Design ext_mem_read_arbiter_flat, sky130hd; sources not shown.
**Run 1: congestion heat map**

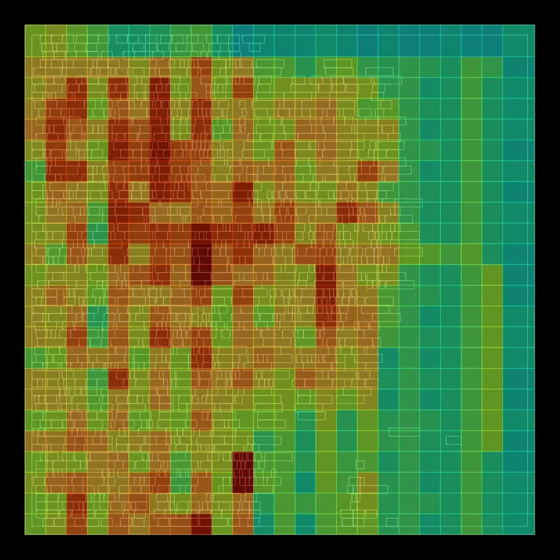
DR WL/cell: 19.7 um
gr usage total: 21.8%
Top Usage Layer GRT: met2
M3 GR Usage: 6.90%

**Run 1: metal 3**

Cells faint in the background.
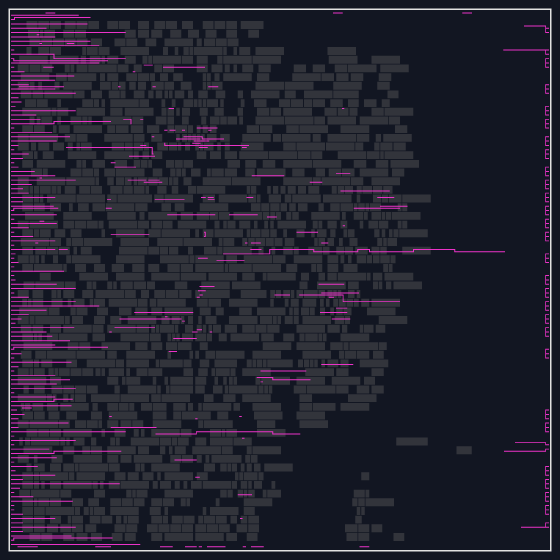
wire length on this layer: 2330 um
share of all routed wire: 7.5%
longest straight run: 40.2 um
main direction: horizontal
nets with wire on the layer: 225
final WL: 30.9 mm
via count: 8401

**Run 1: routed clock nets over the placement**

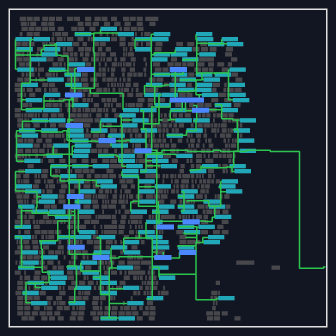
legend:
  clock drivers:
    color: blue
    count: 17
  clock wires:
    color: green
    length: 2420 um
  flip-flops:
    color: cyan
    count: 195
routed clock nets: 18
Clock Latency Late Sink: 0.45 ns
Clk power: 1460 uW
clock share of power: 18.0%

==> flow_summary.toml, run 1 <==
# generated from flow reports
[run_status]
status = "completed"

[setup_path]
required_ns = 3.55
reg2regPathDepth = 14
cp-end-kind = "output port"

[cells_and_area]
top_area_cell_class = "combinational gates"
multiInputCombCellCount = 712
antenna_cells = 0
layout_top_cell = "clkdlybuf4s50_1"
seqCellArea_mm2 = 0.00488

[floorplan]
core.rowCount = 60
die-area_mm2 = 0.0287
pin_count = 423

[power_and_ir_drop]
irDropWorstVdd_uv = 396
switching_power_uw = 3470
power-top-group = "combinational cells"
pg_comb_uw = 3870

[logic_synthesis]
top_area_cell = "dfrtp_1"
netlist_area_mm2 = 0.0112
ys_cells = 1102
synth-adder-area-share_pct = 1.41
synthAoiAreaFrac_pct = 8.57
synth-simple-area-share_pct = 11.6
edf_count = 0
ys_seq_share_pct = 43.6
synthTopLogicFamily = "multiplexers"

[global_route]
grt_pass1_wl_mm = 48.5
antenna_found_initial = 0

[drt]
via_per_inst = 5.36
wl_met1_mm = 12.1
drcViolationCount = 0

[placement]
preCtsSetupSlack_ns = 0.129

[clocking]
cts_made_buffers = 17
cts_setup_buffers = 0

[min_path]
whs_path_depth = 2
hp-class = "reg -> reg"

[timing]
timing.final.setup_violations = 0
slew_viol_final = 0
--- run 2 (diff from run 1) ---
--- a/config.mk
+++ b/config.mk
@@ -9,7 +9,10 @@
 export CORE_MARGIN = 2
 export CORE_UTILIZATION = 41
 export DETAILED_ROUTE_END_ITERATION = 10
+export GPL_TIMING_DRIVEN = 1
+export HOLD_SLACK_MARGIN = 0.05
 export PLACE_DENSITY = 0.78
+export SKIP_CTS_REPAIR_TIMING = 1
 export SYNTH_ARGS = -nofsm -noshare
 export SYNTH_HDL_FRONTEND = slang
 export SYNTH_SLANG_ARGS = --single-unit
==> run 2 against run 1 <==
Against the previous run:
- register-to-register slack is essentially flat
- critical path depth unchanged
- count of clock-buffer cells in the layout unchanged
- clock power hardly changed
- wire length unchanged
- via count unchanged
- fmax unchanged
- flip-flop count stayed put
- synthesized cell count stayed put
- largest cell class unchanged
==> flow_summary.toml, run 2 <==
# generated from flow reports
[run_status]
status = "completed"

[timing]
worst_pin_slew_ns = 0.790
slew_viol_final = 0
timing.final.setup_violations = 0

[setup_path]
reg2regPathDepth = 14
cp-end-kind = "output port"
required_ns = 3.55
cp.arrival_ns = 3.27
cp.buffers_inverters = 3
path_delay_family = "buffers and inverters"

[global_route]
grt_pass1_wl_mm = 48.5
antenna_found_initial = 0
use_met3_pct = 6.90
busiest_layer = "met2"

[logic_synthesis]
synth-adder-area-share_pct = 1.41
synthAoiAreaFrac_pct = 8.57
top_area_cell = "dfrtp_1"
netlist_area_mm2 = 0.0112
yosys.area.top_type_share_pct = 43.6
ys_chip_area_mm2 = 0.0112
edf_count = 0
synthTopLogicFamily = "multiplexers"
ys_cells = 1102
synth-simple-area-share_pct = 11.6

[power_and_ir_drop]
irDropWorstVdd_uv = 396
pg_comb_uw = 3870
switching_power_uw = 3470
power-top-group = "combinational cells"
power_clock_uw = 1460
p_total_uw = 8140

[clocking]
clkLatencyLatePin_ns = 0.45
cts_made_buffers = 17

[min_path]
hp-class = "reg -> reg"

[cells_and_area]
n_clock_buffer = 18
layout_top_cell = "clkdlybuf4s50_1"
seqCellArea_mm2 = 0.00488
antenna_cells = 0
multiInputCombCellCount = 712
utilization_pct = 51.3
clkCellAreaFrac_pct = 4.35
top_area_cell_class = "combinational gates"

[placement]
preCtsSetupSlack_ns = 0.129

[drt]
wl_met1_mm = 12.1
wire_per_inst_um = 19.7
drt-total-wl_mm = 30.9
via_per_inst = 5.36
drcViolationCount = 0
vias = 8401
wl_met2_mm = 15.2

[floorplan]
fp_util_pct = 41.7
pin_count = 423
core.rowCount = 60
die-area_mm2 = 0.0287
**Run 2: cell sizes after repair**

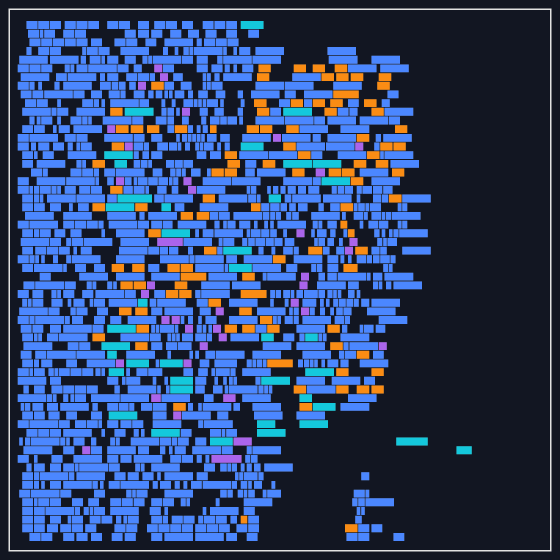
legend:
  _0 and _1 cells:
    color: blue
    cells: 1044
  _6 and larger:
    color: cyan
    cells: 39
  _2 cells:
    color: orange
    cells: 104
  _3 and _4 cells:
    color: purple
    cells: 38
Signal buffers: 269
P&R area growth vs syn: 23.2%
final setup margin: 0.281 ns

**Run 2: routed clock nets over the placement**

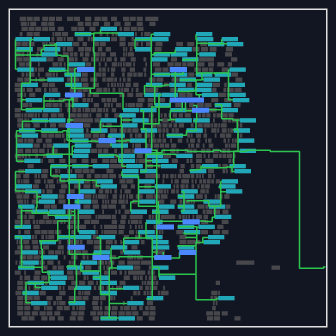
legend:
  clock wires:
    color: green
    length: 2420 um
  clock drivers:
    color: blue
    count: 17
  flip-flops:
    color: cyan
    count: 195
routed clock nets: 18

--- run 3 (diff from run 2) ---
--- a/config.mk
+++ b/config.mk
@@ -13,7 +13,8 @@
 export HOLD_SLACK_MARGIN = 0.05
 export PLACE_DENSITY = 0.78
 export SKIP_CTS_REPAIR_TIMING = 1
+export SLEW_MARGIN = 30
 export SYNTH_ARGS = -nofsm -noshare
 export SYNTH_HDL_FRONTEND = slang
 export SYNTH_SLANG_ARGS = --single-unit
-export TNS_END_PERCENT = 1
+export TNS_END_PERCENT = 50
==> run 3 against run 2 <==
Against the previous run:
- clock power about the same
- wire length up 0.42%
- count of clock-buffer cells in the layout did not move
- cell count hardly changed
- largest cell class unchanged
- highest routed layer unchanged
==> flow_summary.toml, run 3 <==
# generated from flow reports
[run_status]
status = "completed"

[clocking]
cts_root_buf = "clkbuf_16"
clk_pin_slew_ns = 0.07
clkLatencyLatePin_ns = 0.45
htree_levels = 4
cts_made_buffers = 17

[setup_path]
path_delay_family = "buffers and inverters"
reg2regPathDepth = 14
required_ns = 3.55
slowest_stage = "clkdlybuf4s50_1"
critical_path_depth = 6
cp.arrival_ns = 3.26
path_cells = "clkdlybuf4s50_1 > inv_1 > o21ai_0 > nand2_1 > nor2_1 > clkdlybuf4s50_1"
cp-end-kind = "output port"
crit_path_start_kind = "primary input"
r2r_slack_ns = 0.81
critPathMostFrequentCell = "clkdlybuf4s50_1"
cp.buffers_inverters = 3
path_max_fanout = 4

[power_and_ir_drop]
irDropWorstVdd_uv = 392
p_total_uw = 8150
p_sw_share_pct = 42.7
pg_comb_uw = 3880
switching_power_uw = 3480
p_leak_uw = 0.00595
pwr-share-clk_pct = 18.0
p_int_uw = 4670
power-top-group = "combinational cells"

[logic_synthesis]
ys_warn_count = 0
ys_chip_area_mm2 = 0.0112
ys_cells = 1102
synth_flops = 195
synthAoiAreaFrac_pct = 8.57
edf_count = 0
ys_sh_mux_pct = 20.0
top_area_cell = "dfrtp_1"
synth-simple-area-share_pct = 11.6
yosys-top-cells-count = "dfrtp_1 (195), buf_4 (131), nand2_1 (131), mux2i_1 (109), o21ai_0 (106)"
yosys.area.top_type_share_pct = 43.6
ys_seq_share_pct = 43.6
syn_area_per_cell_um2 = 10.2
netlist_area_mm2 = 0.0112
synth-adder-area-share_pct = 1.41
synthTopLogicFamily = "multiplexers"

[drt]
via_per_inst = 5.39
drcViolationCount = 0
wl_met1_mm = 12.1
route.met3.wl_mm = 2.39
vias = 8440
wl_met2_mm = 15.1
drt-total-wl_mm = 31.0
ant_nets = 0

[cells_and_area]
layout_top_cell = "clkdlybuf4s50_1"
inv_count = 17
syn_to_final_growth_pct = 23.1
largest_reg_flops = 84
seqCellArea_mm2 = 0.00488
top_area_cell_class = "combinational gates"
nonClkBufAreaFrac_pct = 19.7
nNonClkBuffers = 268
clkCellAreaFrac_pct = 4.38
comb_share_pct = 37.0
n_clock_buffer = 18
antenna_cells = 0
multiInputCombCellCount = 712

[global_route]
grt_pass1_wl_mm = 48.8
grt-ovfl-total = 0
antenna_found_initial = 0
use_met3_pct = 6.74
busiest_layer = "met2"

[floorplan]
die-area_mm2 = 0.0287
pin_count = 423
fp_util_pct = 41.7
die_y_um = 169
taps = 341
core.rowCount = 60

[min_path]
hp-class = "reg -> reg"
whs_path_depth = 2

[timing]
finalHoldViolations = 0
finalClockPeriodUsage_pct = 94.0
worst_pin_slew_ns = 0.790
layout_setup_ws_ns = 0.286
timing.final.setup_violations = 0
slew_viol_final = 0

[placement]
dpl.hpwl_mm = 22.9
preCtsSetupSlack_ns = 0.130
**Run 3: congestion heat map**

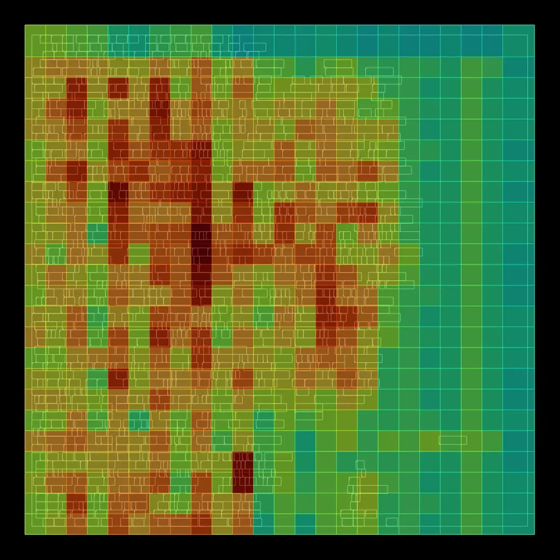
fin util: 51.3%
M2 GR Usage: 36.7%
gr usage total: 21.9%
met1 Usage GRT: 25.4%
DR WL/cell: 19.8 um

**Run 3: routed clock nets over the placement**

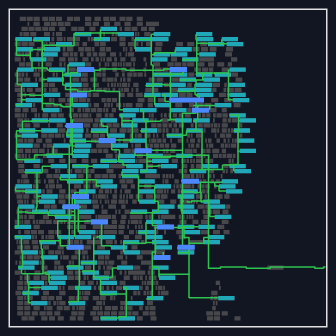
legend:
  flip-flops:
    color: cyan
    count: 195
  clock drivers:
    color: blue
    count: 17
  clock wires:
    color: green
    length: 2410 um
routed clock nets: 18
Clk power: 1470 uW

Power and IR drop assume default switching activity.
